File: config.mk
export PLATFORM = sky130hd
export DESIGN_NAME = slave_port_arbiter
export DESIGN_NICKNAME = d
export VERILOG_FILES = /design/src/rtl/ahb_ic_pkg.sv /design/src/rtl/rr_pick.sv /design/src/rtl/slave_port_arbiter.sv
export SDC_FILE = /design/constraint.sdc
export NUM_CORES = 1
export LEC_CHECK = 0
export ABC_AREA = 1
export CAP_MARGIN = 40
export CORE_MARGIN = 5
export CORE_UTILIZATION = 40
export CTS_CLUSTER_DIAMETER = 120
export DETAILED_ROUTE_END_ITERATION = 7
export PLACE_DENSITY = 0.68
export SYNTH_ARGS = -nofsm -noshare
export SYNTH_HDL_FRONTEND = slang
export SYNTH_SLANG_ARGS = --single-unit
File: constraint.sdc
create_clock -name i_clk -period 3.7 [get_ports i_clk]
set_clock_uncertainty 0.15 [all_clocks]
set_input_delay 0.37 -clock i_clk [delete_from_list [all_inputs] [get_ports i_clk]]
set_output_delay 0.37 -clock i_clk [all_outputs]
set_load 0.01 [all_outputs]
File: src/rtl/ahb_ic_pkg.sv
// rtl/ahb_ic_pkg.sv - shared AHB-Lite interconnect encodings and arbiter state type
package ahb_ic_pkg;

  typedef enum logic [1:0] {
    HTRANS_IDLE   = 2'b00,
    HTRANS_BUSY   = 2'b01,
    HTRANS_NONSEQ = 2'b10,
    HTRANS_SEQ    = 2'b11
  } htrans_t;

  typedef enum logic {
    HRESP_OKAY  = 1'b0,
    HRESP_ERROR = 1'b1
  } hresp_t;

  // IDLE: no owner; OWNED: owner may be replaced at the next boundary;
  // HOLD: owner is mid-burst or locked and keeps the port.
  typedef enum logic [1:0] {
    ARB_IDLE,
    ARB_OWNED,
    ARB_HOLD
  } arb_state_t;

endpackage

File: src/rtl/rr_pick.sv
// rtl/rr_pick.sv - combinational rotate-priority one-hot picker
module rr_pick #(
  parameter int N     = 2,
  parameter int IDX_W = 1
) (
  input  logic [N-1:0]     i_req,
  input  logic [IDX_W-1:0] i_ptr,
  output logic [N-1:0]     o_sel,
  output logic [IDX_W-1:0] o_idx,
  output logic             o_vld
);

  // First pass covers indices from the pointer upward, second pass wraps to
  // the indices below it, so the first set bit found is the rotated winner.
  always_comb begin
    o_sel = '0;
    o_idx = '0;
    o_vld = 1'b0;
    for (int k = 0; k < N; k++) begin
      if (!o_vld && i_req[k] && (k >= int'(i_ptr))) begin
        o_sel[k] = 1'b1;
        o_idx    = IDX_W'(k);
        o_vld    = 1'b1;
      end
    end
    for (int k = 0; k < N; k++) begin
      if (!o_vld && i_req[k] && (k < int'(i_ptr))) begin
        o_sel[k] = 1'b1;
        o_idx    = IDX_W'(k);
        o_vld    = 1'b1;
      end
    end
  end

endmodule

File: src/rtl/slave_port_arbiter.sv
// rtl/slave_port_arbiter.sv - per-slave round-robin AHB-Lite arbiter with burst/lock hold
module slave_port_arbiter
  import ahb_ic_pkg::*;
#(
  parameter int NUM_MASTERS = 2,
  parameter int MIDX_W      = 1
) (
  input  logic                   i_clk,
  input  logic                   i_rst_n,
  input  logic [NUM_MASTERS-1:0] i_req,
  input  logic [NUM_MASTERS-1:0] i_seq,
  input  logic [NUM_MASTERS-1:0] i_lock,
  input  logic                   i_shready,
  output logic [NUM_MASTERS-1:0] o_addr_sel,
  output logic [MIDX_W-1:0]      o_addr_idx,
  output logic                   o_addr_vld,
  output logic [NUM_MASTERS-1:0] o_data_sel,
  output logic                   o_data_vld,
  output logic [NUM_MASTERS-1:0] o_stall
);

  localparam logic [MIDX_W-1:0] LAST_IDX = MIDX_W'(NUM_MASTERS - 1);

  // A single master needs no arbiter; refuse to build one.
  if (NUM_MASTERS < 2 || NUM_MASTERS > 8) begin : g_bad_num_masters
    $error("slave_port_arbiter: NUM_MASTERS must be 2..8");
  end
  if (MIDX_W != $clog2(NUM_MASTERS)) begin : g_bad_midx_w
    $error("slave_port_arbiter: MIDX_W must equal clog2(NUM_MASTERS)");
  end

  arb_state_t             state_q, state_d;
  logic [NUM_MASTERS-1:0] addr_sel_q, addr_sel_d;
  logic [MIDX_W-1:0]      addr_idx_q, addr_idx_d;
  logic                   addr_vld_q, addr_vld_d;
  logic [NUM_MASTERS-1:0] data_sel_q, data_sel_d;
  logic                   data_vld_q, data_vld_d;
  logic [MIDX_W-1:0]      rr_ptr_q, rr_ptr_d;

  logic [NUM_MASTERS-1:0] others;
  logic [NUM_MASTERS-1:0] pick_req;
  logic [NUM_MASTERS-1:0] pick_sel;
  logic [MIDX_W-1:0]      pick_idx;
  logic                   pick_vld;
  logic                   owner_cont;
  logic                   do_grant;
  logic                   go_idle;

  // The current owner only competes when nobody else is asking.
  assign others     = i_req & ~addr_sel_q;
  assign pick_req   = (others != '0) ? others : i_req;
  assign owner_cont = |(addr_sel_q & i_req & (i_seq | i_lock));

  rr_pick #(
    .N     (NUM_MASTERS),
    .IDX_W (MIDX_W)
  ) u_pick (
    .i_req (pick_req),
    .i_ptr (rr_ptr_q),
    .o_sel (pick_sel),
    .o_idx (pick_idx),
    .o_vld (pick_vld)
  );

  // Next-state: arbitrate only at transfer boundaries, otherwise hold everything.
  always_comb begin
    state_d    = state_q;
    addr_sel_d = addr_sel_q;
    addr_idx_d = addr_idx_q;
    addr_vld_d = addr_vld_q;
    data_sel_d = data_sel_q;
    data_vld_d = data_vld_q;
    rr_ptr_d   = rr_ptr_q;
    do_grant   = 1'b0;
    go_idle    = 1'b0;
    if (i_shready) begin
      data_sel_d = addr_sel_q;
      data_vld_d = addr_vld_q;
      case (state_q)
        ARB_IDLE: begin
          do_grant = pick_vld;
        end
        ARB_OWNED, ARB_HOLD: begin
          if (owner_cont) begin
            state_d = ARB_HOLD;
          end else if (pick_vld) begin
            do_grant = 1'b1;
          end else begin
            go_idle = 1'b1;
          end
        end
        default: begin
          go_idle = 1'b1;
        end
      endcase
      if (do_grant) begin
        addr_sel_d = pick_sel;
        addr_idx_d = pick_idx;
        addr_vld_d = 1'b1;
        rr_ptr_d   = (pick_idx == LAST_IDX) ? '0 : pick_idx + MIDX_W'(1);
        state_d    = (|(pick_sel & i_lock)) ? ARB_HOLD : ARB_OWNED;
      end
      if (go_idle) begin
        addr_sel_d = '0;
        addr_idx_d = '0;
        addr_vld_d = 1'b0;
        state_d    = ARB_IDLE;
      end
    end
  end

  // State, grant and data-phase registers; reset drops every grant immediately.
  always_ff @(posedge i_clk) begin
    if (!i_rst_n) begin
      state_q    <= ARB_IDLE;
      addr_sel_q <= '0;
      addr_idx_q <= '0;
      addr_vld_q <= 1'b0;
      data_sel_q <= '0;
      data_vld_q <= 1'b0;
      rr_ptr_q   <= '0;
    end else begin
      state_q    <= state_d;
      addr_sel_q <= addr_sel_d;
      addr_idx_q <= addr_idx_d;
      addr_vld_q <= addr_vld_d;
      data_sel_q <= data_sel_d;
      data_vld_q <= data_vld_d;
      rr_ptr_q   <= rr_ptr_d;
    end
  end

  assign o_addr_sel = addr_sel_q;
  assign o_addr_idx = addr_idx_q;
  assign o_addr_vld = addr_vld_q;
  assign o_data_sel = data_sel_q;
  assign o_data_vld = data_vld_q;
  assign o_stall    = i_req & ~addr_sel_q;

endmodule

==> run_1/gates.png <==
Drawn at 8 px/micron.
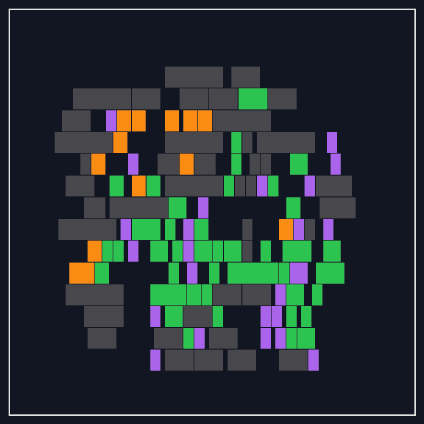
purple -> inv cells  # cells 24, most used inv_1
orange -> aoi and oai cells  # cells 12, most used a21oi_1
green -> nand cells  # cells 41, most used nand2_1
most common cell after layout, fill and taps aside: inv_1
logic share of the area: 0.405
count of placed standard cells in the final layout, fillers left out: 135

==> run_1/port_trees.png <==
Drawn at 10 px/micron.
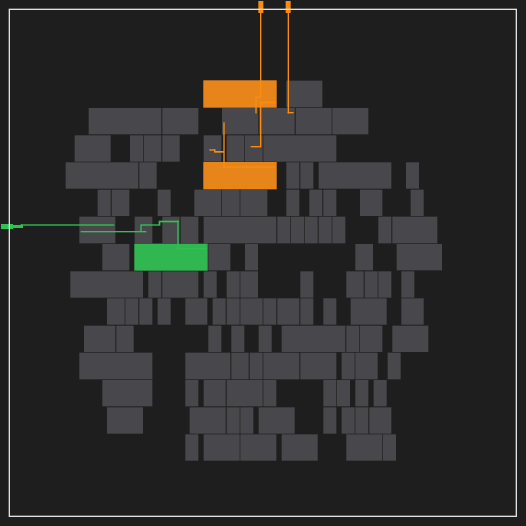
orange -> o_data_sel  # bits 2, direction output, edge top, end cells 2, buffers 2, wire 38.7 microns
green -> o_addr_idx  # bits 1, direction output, edge left, end cells 1, buffers 1, wire 26.7 microns
number of I/O port buffers: 17
number of primary I/O pins: 18

==> run_1/sizing.png <==
Drawn at 8 px/micron.
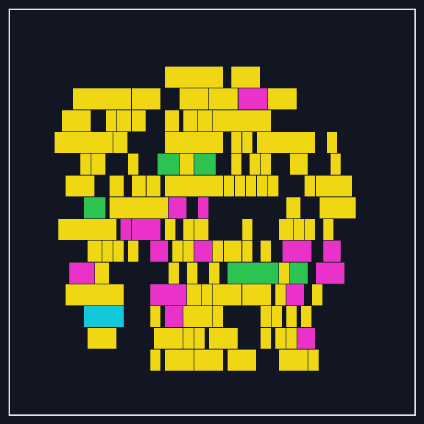
yellow -> x1 and smaller  # cells 98, share 82%, most used inv_1
magenta -> x2  # cells 15, share 13%, most used nand2_2
green -> x3 and x4  # cells 5, share 4.2%, most used clkbuf_4
cyan -> x6 and larger  # cells 1, share 0.84%, most used clkbuf_8
final std cell area, no fill: 873 sq um
growth of design area from synthesis to finish: 32.7%

==> run_1/layers.png <==
Drawn at 8 px/micron.
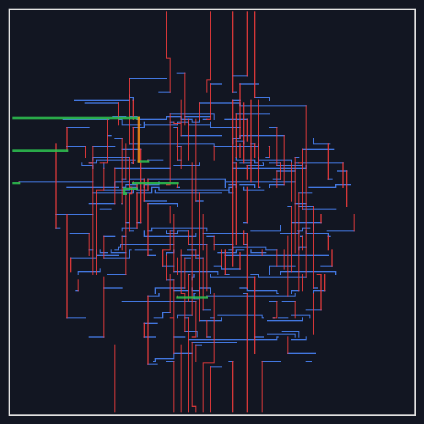
orange -> M4  # wire length 5.40 microns
red -> M2  # wire length 740 microns
blue -> M1  # wire length 626 microns
green -> M3  # wire length 35.8 microns
final WL: 1.41 mm
overall fraction of global-route tracks in use: 0.118
wire length per cell: 10.4 microns
count of vias placed by the detailed router: 643

==> results.json, run 1 <==
{
  "run_status": "finished clean",
  "endpoint_kind": "output pin",
  "finalHoldViolCount": 0,
  "floorplan.die.width_microns": 50.6,
  "fin_crit_share": 0.574,
  "gr-usage-met2": 0.200,
  "cts_buffers": 3,
  "grt_antenna_before_repair": 0,
  "worst_setup_path_startpoint": "i_req[0]",
  "p_comb_w": 0.000337,
  "fin_total_pwr_w": 0.000588,
  "crit_path_kind": "input port to output pin",
  "area_fraction_in_mux_cells": 0,
  "post_synthesis_cell_type_with_the_largest_combined_area": "dfxtp_1",
  "internal_power_w": 0.000334,
  "antenna_cells_inserted": 0,
  "postCtsSetupBuffers": 0,
  "netlist_area_sq_um": 658,
  "routed_length_on_met3_microns": 35,
  "grt_start_max_net_pins": 10,
  "clock.latency.late_pin_ps": 260,
  "switchingPower_w": 0.000254,
  "wire_length_of_the_first_global_routing_pass_mm": 2.42,
  "netSwitchingFraction": 0.432,
  "cts_resized": 0,
  "yosys.cell_types.count": 17,
  "drt_iter0_drcs": 11,
  "post-synth-top-area-fraction": 0.304,
  "floorplan.nets": 110,
  "synth.comb.largest_family": "simple AND/OR/NAND/NOR gates",
  "layout.cells.most_common_list": "21 x inv_1, 20 x nand2_1, 17 x clkdlybuf4s50_1",
  "routed-wl-met2_microns": 740,
  "drive_above_1_share": 0.176,
  "ctsHtreeMaxLevel": 1,
  "dpl.cell_count": 131,
  "worst_hold_startpoint": "o_addr_vld",
  "achievable-frequency_mhz": 471,
  "row_count": 14,
  "cts_sinks": 10,
  "route.detailed.vias_per_inst": 4.76,
  "drc_markers": 0,
  "finish.utilization": 0.567,
  "clockNetworkPower_w": 0.0000956,
  "simple_gate_area_frac": 0.403,
  "max-vdd-ir-drop_v": 0.000366,
  "seq_cell_power_w": 0.000155,
  "synth.top_cells.by_count": "21 x inv_1, 20 x nand2_1, 10 x dfxtp_1, 9 x nor2_1, 8 x a21oi_1"
}
[run 1: registers in the layout, summed over array words and instances (netlist names)]
signal,flops
o_addr_sel,2
o_data_sel,2
state_q,2
o_addr_idx,1
o_addr_vld,1
o_data_vld,1
rr_ptr_q,1
[run 1: critical path, cell delays in order]
cell	delay (ps)
clkdlybuf4s50_1	560
nand2_2	100
inv_1	60
clkdlybuf4s50_1	520
[run 1: area by class of cell]
| type | count | area [sq um] |
|---|---|---|
| Clock buffer | 4 | 36.3 |
| Fill cell | 151 | 668 |
| Inverter | 24 | 92.6 |
| Multi-Input combinational cell | 64 | 354 |
| Sequential cell | 10 | 200 |
| Tap cell | 16 | 20.0 |
| Timing Repair Buffer | 17 | 170 |
==> run 2: changes to the inputs <==
- clock period: 3.7 -> 2.1 ns (I/O delays scaled with it)
==> run_2/gates.png <==
Drawn at 8 px/micron.
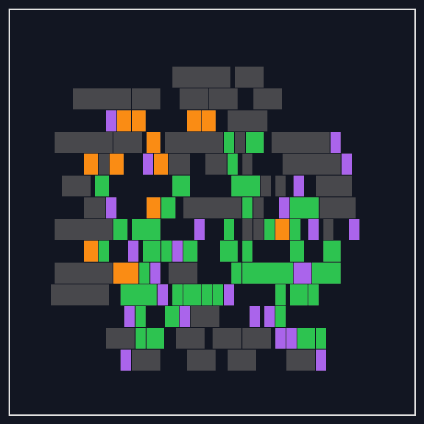
orange -> aoi and oai cells  # cells 12, most used a21oi_1
green -> nand cells  # cells 41, most used nand2_1
purple -> inv cells  # cells 24, most used inv_1

==> run_2/sizing.png <==
Drawn at 8 px/micron.
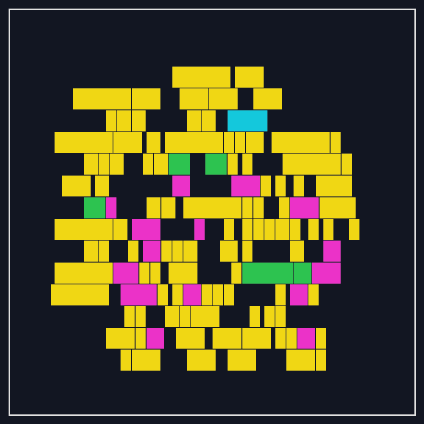
green -> x3 and x4  # cells 5, share 4.2%, most used clkbuf_4
cyan -> x6 and larger  # cells 1, share 0.84%, most used clkbuf_8
magenta -> x2  # cells 15, share 13%, most used nand2_2
yellow -> x1 and smaller  # cells 98, share 82%, most used inv_1
non-clock buffer total of the final layout: 17
crit path setup slack, layout: 302 ps

==> run 2 against run 1 <==
  * Flip-flop count is the same
  * Core utilization unchanged
  * Wire length down 2.4%
  * Clock-buffer cell count did not move
  * Register-to-register slack worse by 1600 ps
  * Cell area did not move
  * Worst hold slack better by 4.3 ps
  * Largest cell class unchanged
  * Setup slack got worse by 1300 ps
  * Non-clock buffer count unchanged
  * Largest power group unchanged
  * Critical endpoint unchanged
==> results.json, run 2 <==
{
  "post-synth-top-area-fraction": 0.304,
  "io-pin-count": 18,
  "crit_path_kind": "input port to output pin",
  "wire_per_inst_microns": 10.2,
  "run_status": "finished clean",
  "lay_top_count": "inv_1",
  "cts_buffers": 3,
  "post_layout_nonfiller_instances": 135,
  "port-buffer-count": 17,
  "floorplan.die.width_microns": 50.6,
  "antenna_cells_inserted": 0,
  "crit_chain": "clkdlybuf4s50_1 -> nand2_2 -> inv_1 -> clkdlybuf4s50_1",
  "well_tap_count": 16,
  "post_synthesis_cell_type_with_the_largest_combined_area": "dfxtp_1",
  "drt_iter0_drcs": 11,
  "clockNetworkPower_w": 0.000169,
  "fin_crit_share": 0.856,
  "route.detailed.vias_per_inst": 4.70,
  "logic_gate_count": 64,
  "dpl.cell_count": 131,
  "internal_power_w": 0.000588,
  "clockNetworkAreaShare": 0.0415,
  "ctsHtreeMaxLevel": 1,
  "cts_resized": 0,
  "finish.utilization": 0.567,
  "drive_above_1_share": 0.176,
  "nFlopsAndLatches": 10,
  "simple_gate_area_frac": 0.403,
  "seq_cell_power_w": 0.000271,
  "crit_slowest_cell": "clkdlybuf4s50_1",
  "postCtsSetupBuffers": 0,
  "synth.top_cells.by_count": "21 x inv_1, 20 x nand2_1, 10 x dfxtp_1, 9 x nor2_1, 8 x a21oi_1",
  "netSwitchingFraction": 0.429,
  "grt_start_max_net_pins": 10,
  "area_fraction_in_mux_cells": 0,
  "finalHoldViolCount": 0,
  "grt_antenna_before_repair": 0,
  "critical_path.max_stage_delay_ps": 550,
  "switchingPower_w": 0.000442,
  "layout.cells.most_common_list": "21 x inv_1, 20 x nand2_1, 17 x clkdlybuf4s50_1"
}
[run 2: path summary, 6_finish.rpt]
check                                     end        from  cells after the start  slack [ps]
worst min register to register     o_data_vld  o_addr_vld                      2         310
worst max-delay path               o_stall[0]    i_req[0]                      4         300
worst min-delay path               o_data_vld  o_addr_vld                      2         310
worst max register to register  o_addr_sel[0]  state_q[0]                      8         460
[run 2: metal layers]
layer  track usage  vias to the layer above  part of all wire
met1         0.145                      282              0.45
met2         0.188                        7              0.51
met4        0.0426                        0            0.0044
met3        0.0414                        2             0.035
met5             0                        -                 0
li1              -                      344                 -
[run 2: worst reg2reg max path, stage by stage, from the launching register on]
cell and delay, ps:
dfxtp_1 360, inv_1 50, ha_1 350, nand3_2 90
nand2_2 100, nand3_4 130, inv_2 120, nand2_1 80
a21oi_2 130
==> run_2/port_trees.png <==
Drawn at 10 px/micron.
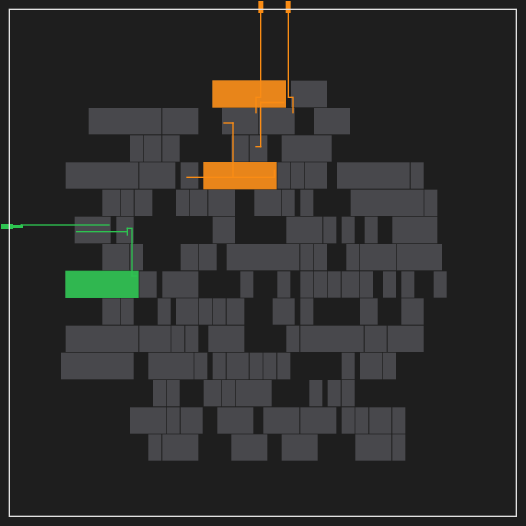

==> run 3: changes to the inputs <==
==> constraint.sdc (replaced) <==
create_clock -name i_clk -period 2.08 [get_ports i_clk]
set_clock_uncertainty 0.15 [all_clocks]
set_input_delay 0.416 -clock i_clk [delete_from_list [all_inputs] [get_ports i_clk]]
set_output_delay 0.416 -clock i_clk [all_outputs]
set_load 0.01 [all_outputs]
==> run_3/port_trees.png <==
Drawn at 10 px/micron.
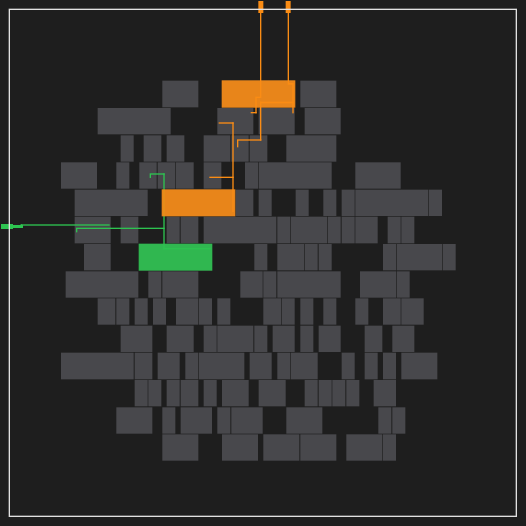
orange -> o_data_sel  # bits 2, direction output, edge top, end cells 2, buffers 2, wire 43.9 microns
green -> o_addr_idx  # bits 1, direction output, edge left, end cells 1, buffers 1, wire 32.5 microns

==> run_3/sizing.png <==
Drawn at 8 px/micron.
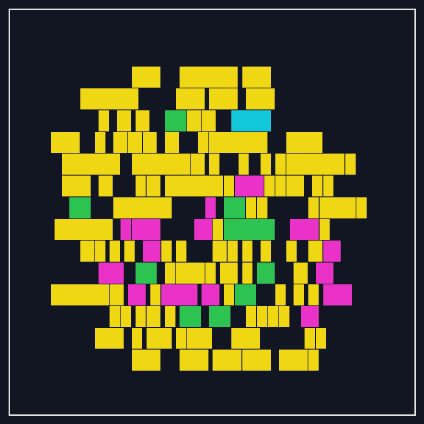
green -> x3 and x4  # cells 9, share 7.3%, most used buf_4
yellow -> x1 and smaller  # cells 98, share 80%, most used inv_1
magenta -> x2  # cells 15, share 12%, most used nand2_2
cyan -> x6 and larger  # cells 1, share 0.81%, most used clkbuf_8
non-clock buffer total of the final layout: 21
final std cell area, no fill: 901 sq um
crit path setup slack, layout: 154 ps

==> run 3 against run 2 <==
  * Register-to-register slack got worse by 40 ps
  * Flip-flop count is the same
  * Setup slack worse by 150 ps
  * Global-route usage up 1.1 points
  * Worst hold slack gained 10 ps
  * Critical path depth did not move
  * Combinational power rose by 4.1%
  * Sequential share of layout area is 0.70 points lower
  * Highest routed layer unchanged
  * Cell count is 3.0% higher
  * Synthesized area did not move
==> results.json, run 3 <==
{
  "netSwitchingFraction": 0.439,
  "ctsHtreeMaxLevel": 1,
  "post-synth-top-area-fraction": 0.304,
  "finalHoldViolCount": 0,
  "num_vias": 656,
  "clockNetworkPower_w": 0.000184,
  "run_status": "finished clean",
  "lay_top_count": "inv_1",
  "m1_wire_length_microns": 645,
  "ff2ff_setup_slack_ps": 420,
  "cts_buffers": 3,
  "dpl.cell_count": 135,
  "routed_length_on_met3_microns": 61,
  "finish.utilization": 0.584,
  "synth.top_cells.by_count": "21 x inv_1, 20 x nand2_1, 10 x dfxtp_1, 9 x nor2_1, 8 x a21oi_1",
  "routed-wl-met2_microns": 764,
  "achievable-frequency_mhz": 519,
  "wire_per_inst_microns": 10.7,
  "final-seq-area_sq_um": 200,
  "cts_resized": 2,
  "internal_power_w": 0.000602,
  "post_layout_nonfiller_instances": 139,
  "floorplan.nets": 110
}
run 3: through the flow:
step	hold slack [ps]	setup slack (ps)
final	319	154
after CTS	320	138
after global placement	304	-94.1
after detailed placement	310	-105
after global routing	351	70.2
after floorplan	295	586
run 3: tightest hold or removal path, cell delays in order (launching register included):
cell     delay, ps
dfxtp_1        310
nand2_1         60
a21oi_1         60
run 3: logic make-up (layout without fill, tap and decap cells):
group           Yosys count  in the layout  synth area share
compound gates           12             12            0.0970
flops                    10             10             0.304
simple gates             50             50             0.403
fa+ha+maj                 2              2            0.0380
buf+inv                  25             49             0.158
run 3: cell type report:
class                      count  area share
timing repair buffer          21       0.219
multi-input combinational     64       0.393
inverter                      24       0.103
sequential                    10       0.222
clock buffer                   4      0.0403
tap                           16      0.0222
Power figures rest on the tool's default switching activity, not on a simulated workload.
